### config.mk
export PLATFORM = sky130hd
export DESIGN_NAME = fwd_hazard_unit
export DESIGN_NICKNAME = d
export VERILOG_FILES = /design/src/rtl/fwd_pkg.sv /design/src/rtl/fwd_src_lane.sv /design/src/rtl/fwd_hazard_unit.sv
export SDC_FILE = /design/constraint.sdc
export NUM_CORES = 1
export LEC_CHECK = 0
export CAP_MARGIN = 10
export CORE_AREA = 2 2 165 167
export DETAILED_ROUTE_END_ITERATION = 7
export DIE_AREA = 0 0 167 169
export DONT_BUFFER_PORTS = 1
export PLACE_DENSITY = 0.51
export SYNTH_ARGS = -nofsm -noshare
export SYNTH_HDL_FRONTEND = slang
export SYNTH_SLANG_ARGS = --single-unit
### constraint.sdc
create_clock -name clk -period 5.7 [get_ports clk]
set_input_delay 0.855 -clock clk [delete_from_list [all_inputs] [get_ports clk]]
set_output_delay 0.855 -clock clk [all_outputs]
set_load 0.01 [all_outputs]
### src/rtl/fwd_pkg.sv
// fwd_pkg: shared forwarding-select encodings and load-use FSM state type.
package fwd_pkg;

    localparam logic [1:0] FWD_IDEX  = 2'b00;
    localparam logic [1:0] FWD_MEMWB = 2'b01;
    localparam logic [1:0] FWD_EXMEM = 2'b10;
    localparam logic [1:0] FWD_HOLD  = 2'b11;

    typedef enum logic {RUN, LDSTALL} state_t;

endpackage

### src/rtl/fwd_src_lane.sv
// fwd_src_lane: one EX source-operand lane: producer match, forwarding priority mux,
// and a hold register that keeps a writeback landing while the pipeline is frozen.
module fwd_src_lane
    import fwd_pkg::*;
#(
    parameter int XLEN  = 64,
    parameter int REG_W = 5
) (
    input  logic             clk,
    input  logic             rst_n,
    input  logic             stall,
    input  logic             valid,
    input  logic             used,
    input  logic [REG_W-1:0] addr,
    input  logic [XLEN-1:0]  value,
    input  logic             ex_mem_valid,
    input  logic             ex_mem_regwrite,
    input  logic             ex_mem_memread,
    input  logic [REG_W-1:0] ex_mem_rd_addr,
    input  logic [XLEN-1:0]  ex_mem_rd_value,
    input  logic             mem_wb_valid,
    input  logic             mem_wb_regwrite,
    input  logic [REG_W-1:0] mem_wb_rd_addr,
    input  logic [XLEN-1:0]  wb_value,
    output logic [XLEN-1:0]  operand,
    output logic [1:0]       sel,
    output logic             hazard
);

    logic            gate;
    logic            exm;
    logic            wbm;
    logic            hold_valid;
    logic [XLEN-1:0] hold_val;

    // x0 is hardwired zero, so it never matches a producer
    assign gate   = valid && used && (addr != '0);
    assign exm    = gate && ex_mem_valid && ex_mem_regwrite && (ex_mem_rd_addr == addr);
    assign wbm    = gate && mem_wb_valid && mem_wb_regwrite && (mem_wb_rd_addr == addr);
    assign hazard = exm && ex_mem_memread;

    // stall is already low during flush, so this also covers the flush clear
    always_ff @(posedge clk or negedge rst_n) begin
        if (!rst_n) begin
            hold_val   <= '0;
            hold_valid <= 1'b0;
        end else if (!stall) begin
            hold_valid <= 1'b0;
        end else if (wbm) begin
            hold_val   <= wb_value;
            hold_valid <= 1'b1;
        end
    end

    always_comb begin
        sel     = (exm && !ex_mem_memread) ? FWD_EXMEM :
                  wbm                      ? FWD_MEMWB :
                  hold_valid               ? FWD_HOLD  : FWD_IDEX;
        operand = (sel == FWD_EXMEM) ? ex_mem_rd_value :
                  (sel == FWD_MEMWB) ? wb_value        :
                  (sel == FWD_HOLD)  ? hold_val        : value;
    end

endmodule

### src/rtl/fwd_hazard_unit.sv
// fwd_hazard_unit: EX-stage operand forwarding across NUM_SRC lanes plus the
// load-use stall FSM that freezes IF/ID, ID/EX and bubbles EX/MEM.
module fwd_hazard_unit
    import fwd_pkg::*;
#(
    parameter int XLEN     = 64,
    parameter int NUM_SRC  = 2,
    parameter int REG_W    = 5,
    parameter int LOAD_LAT = 1
) (
    input  logic                     clk,
    input  logic                     rst_n,
    input  logic                     flush,
    input  logic                     id_ex_valid,
    input  logic [NUM_SRC-1:0]       id_ex_rs_used,
    input  logic [NUM_SRC*REG_W-1:0] id_ex_rs_addr,
    input  logic [NUM_SRC*XLEN-1:0]  id_ex_rs_value,
    input  logic                     ex_mem_valid,
    input  logic                     ex_mem_regwrite,
    input  logic                     ex_mem_memread,
    input  logic [REG_W-1:0]         ex_mem_rd_addr,
    input  logic [XLEN-1:0]          ex_mem_rd_value,
    input  logic                     mem_wb_valid,
    input  logic                     mem_wb_regwrite,
    input  logic [REG_W-1:0]         mem_wb_rd_addr,
    input  logic [XLEN-1:0]          wb_value,
    output logic [NUM_SRC*XLEN-1:0]  operand_out,
    output logic [NUM_SRC*2-1:0]     fwd_sel,
    output logic                     stall_out
);

    localparam int CW = $clog2(LOAD_LAT + 1);

    state_t               state;
    state_t               state_nx;
    logic [CW-1:0]        cnt;
    logic [CW-1:0]        cnt_nx;
    logic [NUM_SRC-1:0]   lane_hazard;
    logic                 hazard;

    for (genvar i = 0; i < NUM_SRC; i++) begin : g_lane
        fwd_src_lane #(
            .XLEN (XLEN),
            .REG_W(REG_W)
        ) u_lane (
            .clk            (clk),
            .rst_n          (rst_n),
            .stall          (stall_out),
            .valid          (id_ex_valid),
            .used           (id_ex_rs_used[i]),
            .addr           (id_ex_rs_addr[i*REG_W +: REG_W]),
            .value          (id_ex_rs_value[i*XLEN +: XLEN]),
            .ex_mem_valid   (ex_mem_valid),
            .ex_mem_regwrite(ex_mem_regwrite),
            .ex_mem_memread (ex_mem_memread),
            .ex_mem_rd_addr (ex_mem_rd_addr),
            .ex_mem_rd_value(ex_mem_rd_value),
            .mem_wb_valid   (mem_wb_valid),
            .mem_wb_regwrite(mem_wb_regwrite),
            .mem_wb_rd_addr (mem_wb_rd_addr),
            .wb_value       (wb_value),
            .operand        (operand_out[i*XLEN +: XLEN]),
            .sel            (fwd_sel[i*2 +: 2]),
            .hazard         (lane_hazard[i])
        );
    end

    assign hazard = |lane_hazard;

    always_ff @(posedge clk or negedge rst_n) begin
        if (!rst_n) begin
            state <= RUN;
            cnt   <= '0;
        end else begin
            state <= state_nx;
            cnt   <= cnt_nx;
        end
    end

    // the first stall cycle is spent in RUN, so LDSTALL covers the remaining LOAD_LAT-1
    always_comb begin
        state_nx = state;
        cnt_nx   = cnt;
        if (flush) begin
            state_nx = RUN;
            cnt_nx   = '0;
        end else if (state == LDSTALL) begin
            cnt_nx = cnt - CW'(1);
            if (cnt == CW'(1))
                state_nx = RUN;
        end else if (hazard && LOAD_LAT > 1) begin
            state_nx = LDSTALL;
            cnt_nx   = CW'(LOAD_LAT - 1);
        end
    end

    always_comb begin
        stall_out = rst_n && !flush && ((state == LDSTALL) || hazard);
    end

endmodule

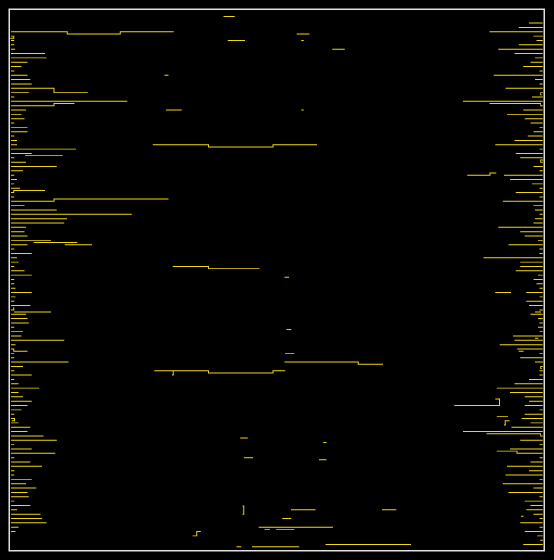
(the metal 3 layer)
share of all routed wire: 6.4%
longest straight run: 37.5 µm
nets with wire on the layer: 260
wire length on this layer: 1800 µm
main direction: horizontal
GR Util met3: 0.04957
DR vias: 7395
drt total wl: 28.09 mm

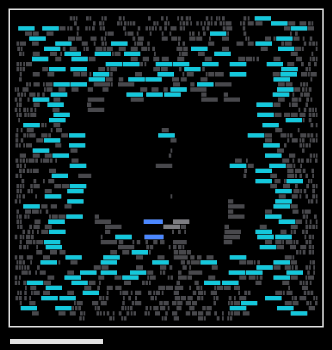
(where the registers sit)
Scale bar: 50 µm.
legend:
  cyan:
    signal: g_lane.u_lane.hold_val
    flops: 128
    where: widely spread
  blue:
    signal: g_lane.u_lane.hold_valid
    flops: 2
not coloured: 2
Flop area: 3311 µm²
Core Util, Final: 0.3741

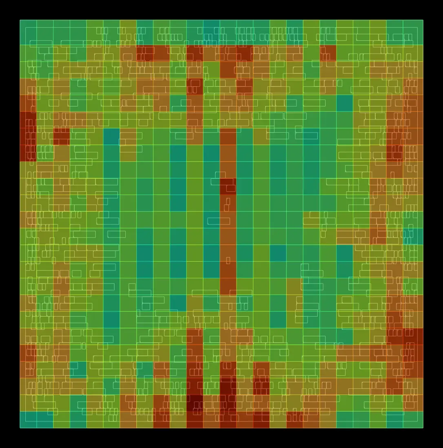
(congestion heat map)
M1 GR Usage: 0.2302
WL per Instance: 20.72 µm
gr busiest metal: met2

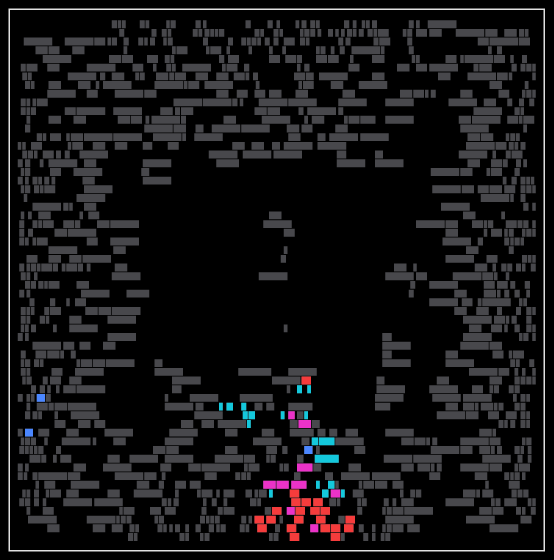
(logic cells by family)
legend:
  red:
    family: XOR/XNOR gates
    cells: 21
    most_used: xnor2_1
    where: bottom centre
  cyan:
    family: NOR gates
    cells: 18
    most_used: nor2_1
    where: bottom centre
  blue:
    family: AND-OR and OR-AND gates
    cells: 3
    most_used: a21o_1
  magenta:
    family: AND and OR gates
    cells: 9
    where: bottom centre
dominant logic cell type in the layout: nand2_1
fraction of area in multi-input gates: 0.5555

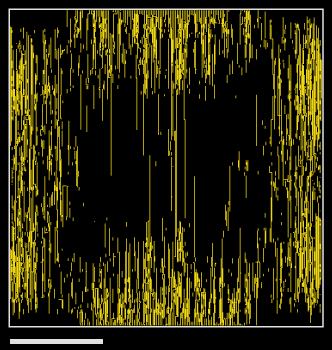
(met2 routing)
Scale bar: 50 µm.
nets with wire on the layer: 1019
main direction: vertical
GR Layer Usage met2: 0.3455

==> impl_metrics.toml <==
# synthesis and place-and-route metrics
[cells_and_area]
final_cell_mix = "261 x nand2_1, 256 x o21ai_0, 130 x dfrtp_1"
largest_register = "g_lane.u_lane.hold_val"
nonClockInverterCount = 1
stdcell_count = 1356
clock_area_frac = 0.05578
nonClkBufAreaFrac = 0.01085
largest_class = "multi-input combinational cells"
seq-cell-share = 0.3339
clkbuf_count = 20
reg.largest.list = "g_lane.u_lane.hold_val: 128 flops, g_lane.u_lane.hold_valid: 2 flops"
syn2layout_area_growth_pct = 7.722
nets = 1287
signal_buffers = 11
logic_gate_count = 837

[synth]
adder_share = 0
ff_type = "dfrtp_1"
synthAoiAreaFrac = 0.1479
logic_family = "multiplexers"
synth_area_um2 = 9204
synthSimpleGateAreaFrac = 0.1321
common_cells = "261 x nand2_1, 256 x o21ai_0, 132 x dfrtp_1, 128 x mux2i_1, 110 x mux2_2"
syn_inst = 1054
syn_avg_cell_area_um2 = 8.732
async_flop_share = 1.000
top_cells_by_area = "dfrtp_1 36%, mux2i_1 14%, o21ai_0 14%, mux2_2 13%, nand2_1 11%"
xor_share = 0.01998

[worst_setup_path]
critical_path_required_ns = 4.85
slowest_delay_ns = 0.57
reg2reg_slack_ns = 3.69
path_depth = 6
path_buffers = 1
start_kind = "input port"
crit_start = "id_ex_rs_addr[6]"
path_cells = "or4_1 > nor2_1 > or4b_4 > buf_12 > o21ai_0 > o21ai_0"
path_delay_family = "simple AND/OR/NAND/NOR gates"
rr_worst_depth = 5

[timing]
report.final.setup_viol = 0
slew_headroom = 0.2514
slew_violations = 0
worst_pin_slew_ns = 1.123
tns_ns = 0
hold_slack_ns = 0.1334
finalCriticalPeriod_ns = 4.050
finalHoldViolations = 0
max_freq_mhz = 246.9
rsz0062_at_grt = "no"

[pwr]
p_total_mw = 2.126
p_int_mw = 1.581
vdd_drop_max_v = 0.0001579
powerSeq_uw = 938
combPwrFrac = 0.071
power.density_nw_per_um2 = 214.5

[grt]
track_usage = 0.1949
grt_max_degree = 135
antenna_found_initial = 2
grt_pass1_wl_mm = 43.17

[floorplan]
die_x_um = 167
die_h_um = 169
io_pins = 420
num_tap_cells = 341
fp-utilization = 0.3473
core_area_um2 = 26500

[routing]
drt_iter0_drc = 298
drc = 0
wl_met3_mm = 1.797
wl_met1_mm = 11.89
top_layer = "met4"

[clocking]
hold_buffers = 0
postCtsResizedCells = 0
cts_buffer_depth = 2
cts_buffers = 17

[job]
maxCapViolCount = 0
warning_count = 30

[run_status]
outcome = "finished, final reports clean"
